==> config.mk <==
export PLATFORM = sky130hd
export DESIGN_NAME = load_store_unit_flat
export DESIGN_NICKNAME = d
export VERILOG_FILES = /design/src/rtl/load_store_unit_pkg.sv /design/src/rtl/load_store_unit_if.sv /design/src/rtl/load_store_unit_load_extend.sv /design/src/rtl/load_store_unit.sv /design/src/flat_wrapper.sv
export SDC_FILE = /design/constraint.sdc
export NUM_CORES = 1
export LEC_CHECK = 0
export ABC_AREA = 1
export CAP_MARGIN = 20
export CORE_MARGIN = 1
export CORE_UTILIZATION = 39
export CTS_CLUSTER_DIAMETER = 50
export CTS_CLUSTER_SIZE = 40
export DETAILED_ROUTE_END_ITERATION = 10
export PLACE_DENSITY = 0.76
export SLEW_MARGIN = 5
export SYNTH_ARGS = -nofsm -noshare
export SYNTH_HDL_FRONTEND = slang
export SYNTH_SLANG_ARGS = --single-unit
==> constraint.sdc <==
create_clock -name clk -period 7.4 [get_ports clk]
set_clock_uncertainty 0.1 [all_clocks]
set_input_delay 2.22 -clock clk [delete_from_list [all_inputs] [get_ports clk]]
set_output_delay 2.22 -clock clk [all_outputs]
set_load 0.01 [all_outputs]
==> src/rtl/load_store_unit_pkg.sv <==
// Shared encodings for the load/store unit: funct3 widths, MMU size codes,
// fault codes and FSM state encoding.
package lsu_pkg;

  localparam logic [2:0] F3_B  = 3'b000;
  localparam logic [2:0] F3_H  = 3'b001;
  localparam logic [2:0] F3_W  = 3'b010;
  localparam logic [2:0] F3_BU = 3'b100;
  localparam logic [2:0] F3_HU = 3'b101;

  localparam logic [1:0] SIZE_BYTE = 2'd0;
  localparam logic [1:0] SIZE_HALF = 2'd1;
  localparam logic [1:0] SIZE_WORD = 2'd2;

  localparam logic [1:0] FAULT_NONE    = 2'b00;
  localparam logic [1:0] FAULT_FUNCT3  = 2'b01;
  localparam logic [1:0] FAULT_IO      = 2'b10;
  localparam logic [1:0] FAULT_TIMEOUT = 2'b11;

  localparam logic [1:0] S_IDLE   = 2'd0;
  localparam logic [1:0] S_ACCESS = 2'd1;
  localparam logic [1:0] S_RESP   = 2'd2;

  function automatic logic funct3_legal(input logic we, input logic [2:0] f3);
    if (we)
      return (f3 == F3_B) || (f3 == F3_H) || (f3 == F3_W);
    else
      return (f3 == F3_B) || (f3 == F3_H) || (f3 == F3_W) ||
             (f3 == F3_BU) || (f3 == F3_HU);
  endfunction

endpackage

==> src/rtl/load_store_unit_if.sv <==
// Core-side request/response bundle and MMU-side request bundle.
interface lsu_core_if;
  logic        req_valid;
  logic        req_ready;
  logic        req_we;
  logic [2:0]  req_funct3;
  logic [31:0] req_addr;
  logic [31:0] req_wdata;
  logic        resp_valid;
  logic [31:0] resp_rdata;
  logic        resp_fault;
  logic [1:0]  resp_fault_code;

  modport master (
    output req_valid, req_we, req_funct3, req_addr, req_wdata,
    input  req_ready, resp_valid, resp_rdata, resp_fault, resp_fault_code
  );
  modport slave (
    input  req_valid, req_we, req_funct3, req_addr, req_wdata,
    output req_ready, resp_valid, resp_rdata, resp_fault, resp_fault_code
  );
endinterface

interface lsu_mmu_if;
  logic [31:0] m_address;
  logic        m_rw_req;
  logic        m_rw;
  logic [31:0] m_write_data;
  logic [1:0]  m_size;
  logic [31:0] m_read_data;
  logic        m_data_valid;
  logic        m_busy;

  modport master (
    output m_address, m_rw_req, m_rw, m_write_data, m_size,
    input  m_read_data, m_data_valid, m_busy
  );
  modport slave (
    input  m_address, m_rw_req, m_rw, m_write_data, m_size,
    output m_read_data, m_data_valid, m_busy
  );
endinterface

==> src/rtl/load_store_unit_load_extend.sv <==
// Sign/zero extension of right-aligned load data according to funct3.
module load_extend
  import lsu_pkg::*;
(
  input  logic [2:0]  i_funct3,
  input  logic [31:0] i_data,
  output logic [31:0] o_data
);

  always_comb begin
    o_data = i_data;
    case (i_funct3)
      F3_B:    o_data = {{24{i_data[7]}}, i_data[7:0]};
      F3_BU:   o_data = {24'h000000, i_data[7:0]};
      F3_H:    o_data = {{16{i_data[15]}}, i_data[15:0]};
      F3_HU:   o_data = {16'h0000, i_data[15:0]};
      default: o_data = i_data;
    endcase
  end

endmodule

==> src/rtl/load_store_unit.sv <==
// Single-outstanding load/store unit bridging the execute stage to the MMU
// rw_req/size handshake, with load extension and fault reporting.
module load_store_unit
  import lsu_pkg::*;
#(
  parameter int unsigned TIMEOUT_CYCLES = 255
) (
  input  logic         clk,
  input  logic         reset,
  lsu_core_if.slave    core,
  lsu_mmu_if.master    mmu
);

  logic [1:0]  r_state;
  logic        r_we;
  logic [2:0]  r_funct3;
  logic [1:0]  r_pend_code;
  logic [7:0]  r_cnt;
  logic [31:0] r_m_address;
  logic        r_m_rw_req;
  logic        r_m_rw;
  logic [31:0] r_m_write_data;
  logic [1:0]  r_m_size;
  logic [31:0] r_resp_rdata;
  logic        r_resp_fault;
  logic [1:0]  r_resp_fault_code;

  logic        w_accept;
  logic [1:0]  w_fault_code;
  logic [7:0]  w_cnt_next;
  logic        w_timeout;
  logic [31:0] w_ext;

  assign core.req_ready = (r_state == S_IDLE) && !mmu.m_busy && !reset;
  assign w_accept       = core.req_valid && core.req_ready;
  assign w_fault_code   = !funct3_legal(core.req_we, core.req_funct3) ? FAULT_FUNCT3 :
                          core.req_addr[31]                           ? FAULT_IO     :
                                                                        FAULT_NONE;
  assign w_cnt_next     = r_cnt + 8'd1;
  assign w_timeout      = (w_cnt_next == 8'(TIMEOUT_CYCLES));

  load_extend u_load_extend (
    .i_funct3 (r_funct3),
    .i_data   (mmu.m_read_data),
    .o_data   (w_ext)
  );

  // Faulted requests still pass through one ACCESS cycle (with m_rw_req low)
  // so that faults and zero-latency accesses share the same response timing.
  always_ff @(posedge clk or posedge reset) begin
    if (reset) begin
      r_state           <= S_IDLE;
      r_we              <= 1'b0;
      r_funct3          <= '0;
      r_pend_code       <= FAULT_NONE;
      r_cnt             <= '0;
      r_m_address       <= '0;
      r_m_rw_req        <= 1'b0;
      r_m_rw            <= 1'b0;
      r_m_write_data    <= '0;
      r_m_size          <= '0;
      r_resp_rdata      <= '0;
      r_resp_fault      <= 1'b0;
      r_resp_fault_code <= FAULT_NONE;
    end else begin
      case (r_state)
        S_IDLE: begin
          if (w_accept) begin
            r_we        <= core.req_we;
            r_funct3    <= core.req_funct3;
            r_pend_code <= w_fault_code;
            r_cnt       <= '0;
            r_state     <= S_ACCESS;
            if (w_fault_code == FAULT_NONE) begin
              r_m_rw_req     <= 1'b1;
              r_m_address    <= core.req_addr;
              r_m_rw         <= core.req_we;
              r_m_write_data <= core.req_wdata;
              r_m_size       <= core.req_funct3[1:0];
            end
          end
        end
        S_ACCESS: begin
          r_cnt <= w_cnt_next;
          if (r_pend_code != FAULT_NONE) begin
            r_state           <= S_RESP;
            r_resp_rdata      <= '0;
            r_resp_fault      <= 1'b1;
            r_resp_fault_code <= r_pend_code;
          end else if (mmu.m_data_valid) begin
            r_m_rw_req        <= 1'b0;
            r_state           <= S_RESP;
            r_resp_rdata      <= r_we ? '0 : w_ext;
            r_resp_fault      <= 1'b0;
            r_resp_fault_code <= FAULT_NONE;
          end else if (w_timeout) begin
            r_m_rw_req        <= 1'b0;
            r_state           <= S_RESP;
            r_resp_rdata      <= '0;
            r_resp_fault      <= 1'b1;
            r_resp_fault_code <= FAULT_TIMEOUT;
          end
        end
        S_RESP:  r_state <= S_IDLE;
        default: r_state <= S_IDLE;
      endcase
    end
  end

  assign core.resp_valid      = (r_state == S_RESP);
  assign core.resp_rdata      = r_resp_rdata;
  assign core.resp_fault      = r_resp_fault;
  assign core.resp_fault_code = r_resp_fault_code;

  assign mmu.m_address    = r_m_address;
  assign mmu.m_rw_req     = r_m_rw_req;
  assign mmu.m_rw         = r_m_rw;
  assign mmu.m_write_data = r_m_write_data;
  assign mmu.m_size       = r_m_size;

endmodule

==> src/flat_wrapper.sv <==
// flat-port wrapper written by rule: the top's interface ports become plain ports
module load_store_unit_flat import lsu_pkg::*;
#(
  parameter int unsigned TIMEOUT_CYCLES = 255
)
  (clk, reset, core_req_valid, core_req_we, core_req_funct3, core_req_addr, core_req_wdata, core_req_ready, core_resp_valid, core_resp_rdata, core_resp_fault, core_resp_fault_code, mmu_m_address, mmu_m_rw_req, mmu_m_rw, mmu_m_write_data, mmu_m_size, mmu_m_read_data, mmu_m_data_valid, mmu_m_busy);
  lsu_core_if core_i ();
  lsu_mmu_if mmu_i ();
  input  logic clk;
  input  logic reset;
  input wire logic [$bits(core_i.req_valid)-1:0] core_req_valid;
  input wire logic [$bits(core_i.req_we)-1:0] core_req_we;
  input wire logic [$bits(core_i.req_funct3)-1:0] core_req_funct3;
  input wire logic [$bits(core_i.req_addr)-1:0] core_req_addr;
  input wire logic [$bits(core_i.req_wdata)-1:0] core_req_wdata;
  output wire logic [$bits(core_i.req_ready)-1:0] core_req_ready;
  output wire logic [$bits(core_i.resp_valid)-1:0] core_resp_valid;
  output wire logic [$bits(core_i.resp_rdata)-1:0] core_resp_rdata;
  output wire logic [$bits(core_i.resp_fault)-1:0] core_resp_fault;
  output wire logic [$bits(core_i.resp_fault_code)-1:0] core_resp_fault_code;
  output wire logic [$bits(mmu_i.m_address)-1:0] mmu_m_address;
  output wire logic [$bits(mmu_i.m_rw_req)-1:0] mmu_m_rw_req;
  output wire logic [$bits(mmu_i.m_rw)-1:0] mmu_m_rw;
  output wire logic [$bits(mmu_i.m_write_data)-1:0] mmu_m_write_data;
  output wire logic [$bits(mmu_i.m_size)-1:0] mmu_m_size;
  input wire logic [$bits(mmu_i.m_read_data)-1:0] mmu_m_read_data;
  input wire logic [$bits(mmu_i.m_data_valid)-1:0] mmu_m_data_valid;
  input wire logic [$bits(mmu_i.m_busy)-1:0] mmu_m_busy;
  assign core_i.req_valid = core_req_valid;
  assign core_i.req_we = core_req_we;
  assign core_i.req_funct3 = core_req_funct3;
  assign core_i.req_addr = core_req_addr;
  assign core_i.req_wdata = core_req_wdata;
  assign core_req_ready = core_i.req_ready;
  assign core_resp_valid = core_i.resp_valid;
  assign core_resp_rdata = core_i.resp_rdata;
  assign core_resp_fault = core_i.resp_fault;
  assign core_resp_fault_code = core_i.resp_fault_code;
  assign mmu_m_address = mmu_i.m_address;
  assign mmu_m_rw_req = mmu_i.m_rw_req;
  assign mmu_m_rw = mmu_i.m_rw;
  assign mmu_m_write_data = mmu_i.m_write_data;
  assign mmu_m_size = mmu_i.m_size;
  assign mmu_i.m_read_data = mmu_m_read_data;
  assign mmu_i.m_data_valid = mmu_m_data_valid;
  assign mmu_i.m_busy = mmu_m_busy;
  load_store_unit #(.TIMEOUT_CYCLES(TIMEOUT_CYCLES)) u_core (.clk(clk), .reset(reset), .core(core_i), .mmu(mmu_i));
endmodule
Figure 1. Clock network drawn from the DEF (run 1).
Drawn at 2 px/um.
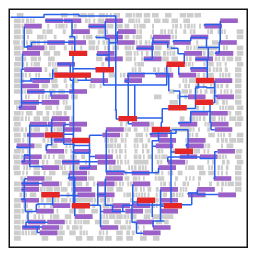
Red shows cells driving clock nets, count 17. Purple shows flip-flops, count 119. Blue shows clock wires, length 1600 um.
There are 18 routed clock nets.

Figure 2. Placed standard cells (run 1).
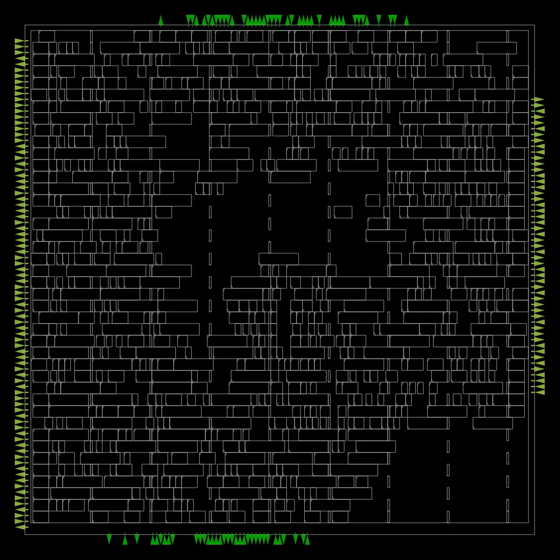
sequential cell count: 119
Core ar.: 13190 um^2

==> job_summary.md, run 1 <==
## PnR job results

| Metric | Value |
|---|---|
| Nets at Floorplan | 743 |
| Seq share, synth | 56.51% |
| Worst-path fanout max | 2 |
| Antenna violations before repair | 0 |
| Via/cell ratio | 4.796 |
| HP Class | flip-flop to flip-flop |
| Count of library flops with an enable pin | 0 |
| Most used cell, CP | clkdlybuf4s50_1 |
| Tot GR Track Use | 21.96% |
| Worst setup SP type | primary input |
| Post-synthesis cell area | 5270 um^2 |
| Register area | 2978 um^2 |
| ANT cells | 0 |
| Non-Filler Instances | 1024 |
| Top area contributor share | 56.51% |
| ClkCell Share | 7.782% |
| Repair and plain buffers | 216 |
| Clock transition at the registers of the reported paths | 0.05 ns |
| CTS sink count | 119 |
| Distinct lib cells | 26 |
| # hold bufs at CTS | 0 |
| Sum Neg Setup Slack | 0 ns |
| Yosys chip area | 5270 um^2 |
| Worst slew pin tran | 0.8459 ns |
| Hold Violations, Final | 0 |
| First-pass GRT wire length | 24120 um |
| Most frequent cells in the layout | 243 x nand2_1, 209 x clkdlybuf4s50_1, 119 x dfrtp_1 |
| Gate Count Post-Synth | 636 |
| Top post-synthesis cells by area | dfrtp_1 57%, nand2_1 17%, nand3_1 10% |
| HPWL after detailed placement | 9627 um |
| Vias in the first global route | 4806 |
| Die width | 118.2 um |
| Antenna-violating nets left | 0 |
| DR vias | 4911 |
| Status | finished, final reports clean |
| Ys cells | 636 |
| Post-synth top area cell | dfrtp_1 |
| Final wirelength | 14540 um |
| # Max-Cap Violations | 0 |
| Seq/total area | 36.89% |
| WS Path Type | primary input to primary output |
| Worst reg2reg path depth | 12 |
| Area Growth Syn to Fin | 53.16% |
| Commonest Layout Cell | nand2_1 |
| Tapcell Cnt | 176 |
| # setup viols final | 0 |
| P_seq | 0.000972 W |
| Dominant kind of cell | registers |
| Leakage power | 3.897 nW |
| Final Instance Area | 8071 um^2 |
| Switching share of total power | 30.23% |
| Family with the most delay on the worst path | buffers and inverters |
| Tool warnings | 27 |
| Synth Register Bits | 119 |
| Yosys top cell by instances | nand2_1 |
| Worst slack, placed | 1.543 ns |
| CP Launch Point | reset |
| Yosys xor share | 0% |
| Clk pwr share | 32.4% |
| Port Buffers | 209 |
| Worst R2R End | u_core.mmu.m_size[0]$_DFFE_PP0P_ |
| Largest net degree at the start of global routing | 74 |
| And+or+nand+nor area frac | 32.05% |
| Hold path endpoint | u_core.mmu.m_write_data[0]$_DFFE_PP0P_ |
| Iter 0 DRT Violations | 302 |
| RR Startpoint | u_core.r_state[0]$_DFFE_PP0P_ |
| Worst slew slack as a fraction of its limit | 43.61% |
| Syn Area/Cell | 8.286 um^2 |
| Slowest-stage cell, CP | clkdlybuf4s50_1 |
| Critical Path End Type | primary output |
| Post-CTS Setup Bufs | 0 |
| Comb area share | 24.40% |
| RSZ-0062 raised after global routing | false |
| Crit path largest cell delay | 0.55 ns |
| Die Size | 13980 um^2 |
| Htree depth | 4 |
| P per Cell Area | 332.5 nW/um^2 |
| Combinational Power Share | 31.3% |
| Reg-to-reg setup timing slack | 4.26 ns |
| WP depth | 5 |
| Die height | 118.2 um |
| Switching power | 0.0008112 W |
| Top Consumer | sequential cells |
| Final Max Slew Viols | 0 |
| Crit-path cells | clkdlybuf4s50_1 > clkinvlp_4 > nand2_1 > nor2_2 > clkdlybuf4s50_1 |
| Clk buf depth | 2 |
| DP Area | 7443 um^2 |
| Design Power | 0.002684 W |
| Non-CTS inverters | 34 |
Figure 3. Register map, names as in the netlist (run 1).
Drawn at 2 px/um.
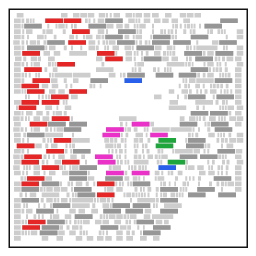
Red shows `u_core.mmu.m_write_data`, sequential cells 32. Magenta shows `u_core.r_cnt`, sequential cells 8, where center. Blue shows `u_core.mmu.m_size`, sequential cells 2. Green shows `u_core.r_funct3`, sequential cells 3.

run 1: sequential cells by signal, indices dropped and copies added, names as in the netlist:
signal and flops:
u_core.core.resp_fault 1, u_core.core.resp_fault_code 2, u_core.core.resp_rdata 32, u_core.mmu.m_address 32, u_core.mmu.m_rw 1, u_core.mmu.m_rw_req 1
u_core.mmu.m_size 2, u_core.mmu.m_write_data 32, u_core.r_cnt 8, u_core.r_funct3 3, u_core.r_pend_code 2, u_core.r_state 2
u_core.r_we 1
run 1: routing by layer:
layer  part of all wire, %  vias up  routed length (um)  global-route usage (%)
met3                   9.6       12                1400                   8.639
met5                     0        -                   0                       0
met2                    47      173                6839                   34.52
li1                      -     2431                   -                       -
met4                   1.2        0                 180                   7.532
met1                    42     2295                6123                   27.48
Figure 4. Port wiring (run 1).
Drawn at 4 px/um.
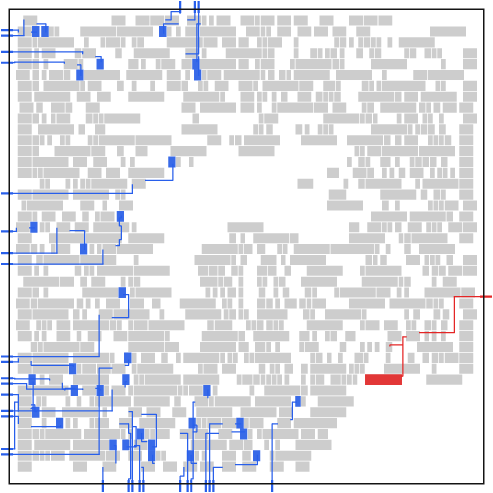

==> run 1 -> run 2 <==
CORE_UTILIZATION = 44   (was 39)
PLACE_DENSITY = 0.81   (was 0.76)
clock period = 6 ns   (was 7.4 ns; I/O delays follow)
Figure 5. Port wiring (run 2).
Drawn at 4 px/um.
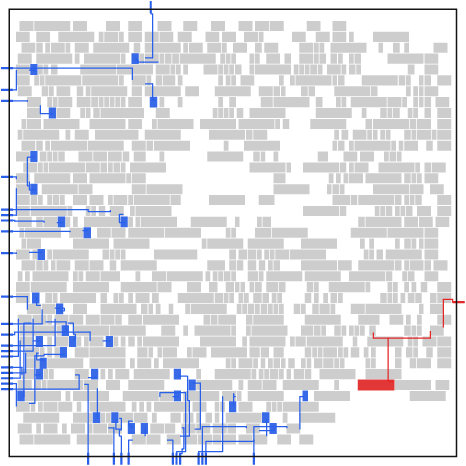
Blue shows `core_req_addr`, direction input, end cells 32, wire 593 um. Red shows `core_resp_fault`, direction output, end cells 1, wire 39.8 um.

Figure 6. Placement by cell class (run 2).
Drawn at 2 px/um.
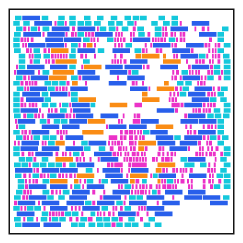
Orange shows clock drivers and dummy loads, cells 32, share of their area 7.8%. Magenta shows all other logic, cells 481, share of their area 27%. Cyan shows other buffers and delay cells, cells 216, share of their area 27%. Blue shows flip-flops, cells 119, share of their area 38%.

==> run 2 against run 1 <==
Non-clock buffer count unchanged. Critical path depth is the same. Cell area down 0.59%. Routed wire length grew 4.0%. Highest routed layer unchanged. The run now ends with design-rule violations left. Final cell count decreased by 3.2%. Sequential power grew 24%. Worst setup slack worse by 0.52 ns.
==> job_summary.md, run 2 <==
## PnR job results

| Metric | Value |
|---|---|
| Status | finished, violations left |
| Failing checks | design-rule violations |
| Clk buf depth | 2 (unchanged) |
| # hold bufs at CTS | 0 (unchanged) |
| Commonest Layout Cell | nand2_1 |
| Area Growth Syn to Fin | 52.26% |
| Post-CTS Setup Bufs | 0 (unchanged) |
| Hold path endpoint | u_core.mmu.m_write_data[24]$_DFFE_PP0P_ |
| First-pass GRT wire length | 25000 um (+3.6%) |
| Syn Area/Cell | 8.286 um^2 (unchanged) |
| Most frequent cells in the layout | 243 x nand2_1, 209 x clkdlybuf4s50_1, 119 x dfrtp_1 |
| Worst setup SP type | primary input |
| Tot GR Track Use | 25.49% (+3.5 points) |
| Post-synth top area cell | dfrtp_1 |
| Worst reg2reg path depth | 8 (-4) |
| Vias in the first global route | 5124 (+6.6%) |
| Switching share of total power | 31.05% (+0.83 points) |
| Worst R2R End | u_core.mmu.m_write_data[18]$_DFFE_PP0P_ |
| Met1 wire length | 6014 um (-1.8%) |
| Die Size | 12420 um^2 (-11%) |
| Dominant kind of cell | registers |
| Switching power | 0.001028 W (+27%) |
| Port Buffers | 209 (unchanged) |
| Antenna-violating nets left | 0 (unchanged) |
| Htree depth | 4 (unchanged) |
| Sum Neg Setup Slack | 0 ns (unchanged) |
| Final Max Slew Viols | 0 (unchanged) |
| Routed wire length on met2 | 7361 um (+7.6%) |
| CP Launch Point | reset |
| Top Consumer | sequential cells |
| Tool warnings | 27 (unchanged) |
| Top post-synthesis cells by area | dfrtp_1 57%, nand2_1 17%, nand3_1 10% |
| RSZ-0062 raised after global routing | false |
| # setup viols final | 0 (unchanged) |
| Combinational Power Share | 32.0% (+0.7 points) |
| Via/cell ratio | 5.101 (+6.4%) |
| Routed wl met3 | 1494 um (+6.7%) |
| P_seq | 0.00121 W (+24%) |
| Top area contributor share | 56.51% (unchanged) |
| Met3 Use GR | 10.62% (+2.0 points) |
| WS Path Type | primary input to primary output |
| Tapcell Cnt | 143 (-19%) |
| Met2 Use GR | 43.04% (+8.5 points) |
| P per Cell Area | 412.4 nW/um^2 (+24%) |
| Gate Count Post-Synth | 636 (unchanged) |
| Distinct lib cells | 26 (unchanged) |
| HP Class | flip-flop to flip-flop |
| Repair and plain buffers | 216 (unchanged) |
| Die width | 111.4 um (-5.8%) |
| Iter 0 DRT Violations | 281 (-7.0%) |
| Detailed-route DRC error count | 12 |
| ClkCell Share | 7.656% (-0.13 points) |
| Die height | 111.4 um (-5.8%) |
| HPWL after detailed placement | 10440 um (+8.4%) |
| And+or+nand+nor area frac | 32.05% (unchanged) |
| Synth Register Bits | 119 (unchanged) |
| Critical Path End Type | primary output |
| Register area | 2978 um^2 (unchanged) |
| Worst-path fanout max | 2 (unchanged) |
| Core ar. | 11560 um^2 (-12%) |
| Highest routed layer | met4 |
| Leakage power | 3.901 nW (+0.11%) |
| Seq share, synth | 56.51% (unchanged) |
==> run 2: cell counts after synthesis <==
No cell type changed its count.
==> run 2: logic make-up (layout without fill, tap and decap cells) <==
family / after synthesis / in the layout
simple gates: 397 / 397
flops: 119 / 119
buf+inv: 70 / 282
compound gates: 48 / 48
fa+ha+maj: 2 / 2
==> run 2: critical path, stage by stage <==
cell and delay, ns:
clkdlybuf4s50_1 0.44, clkinvlp_4 0.09, nand2_1 0.06, nor2_2 0.12
clkdlybuf4s50_1 0.55
==> run 2: stage by stage <==
step                utilization [%]  setup slack, ns  instances  area [um^2]
floorplan                         -           0.2515        636         5274
global placement              63.94            1.043        958         7395
detailed placement            64.07            1.042        959         7410
CTS                           69.38            1.042        991         8024
global route                  69.38           0.9929        991         8024
finish                        69.38            1.043        991         8024
Power figures rest on the tool's default switching activity, not on a simulated workload.
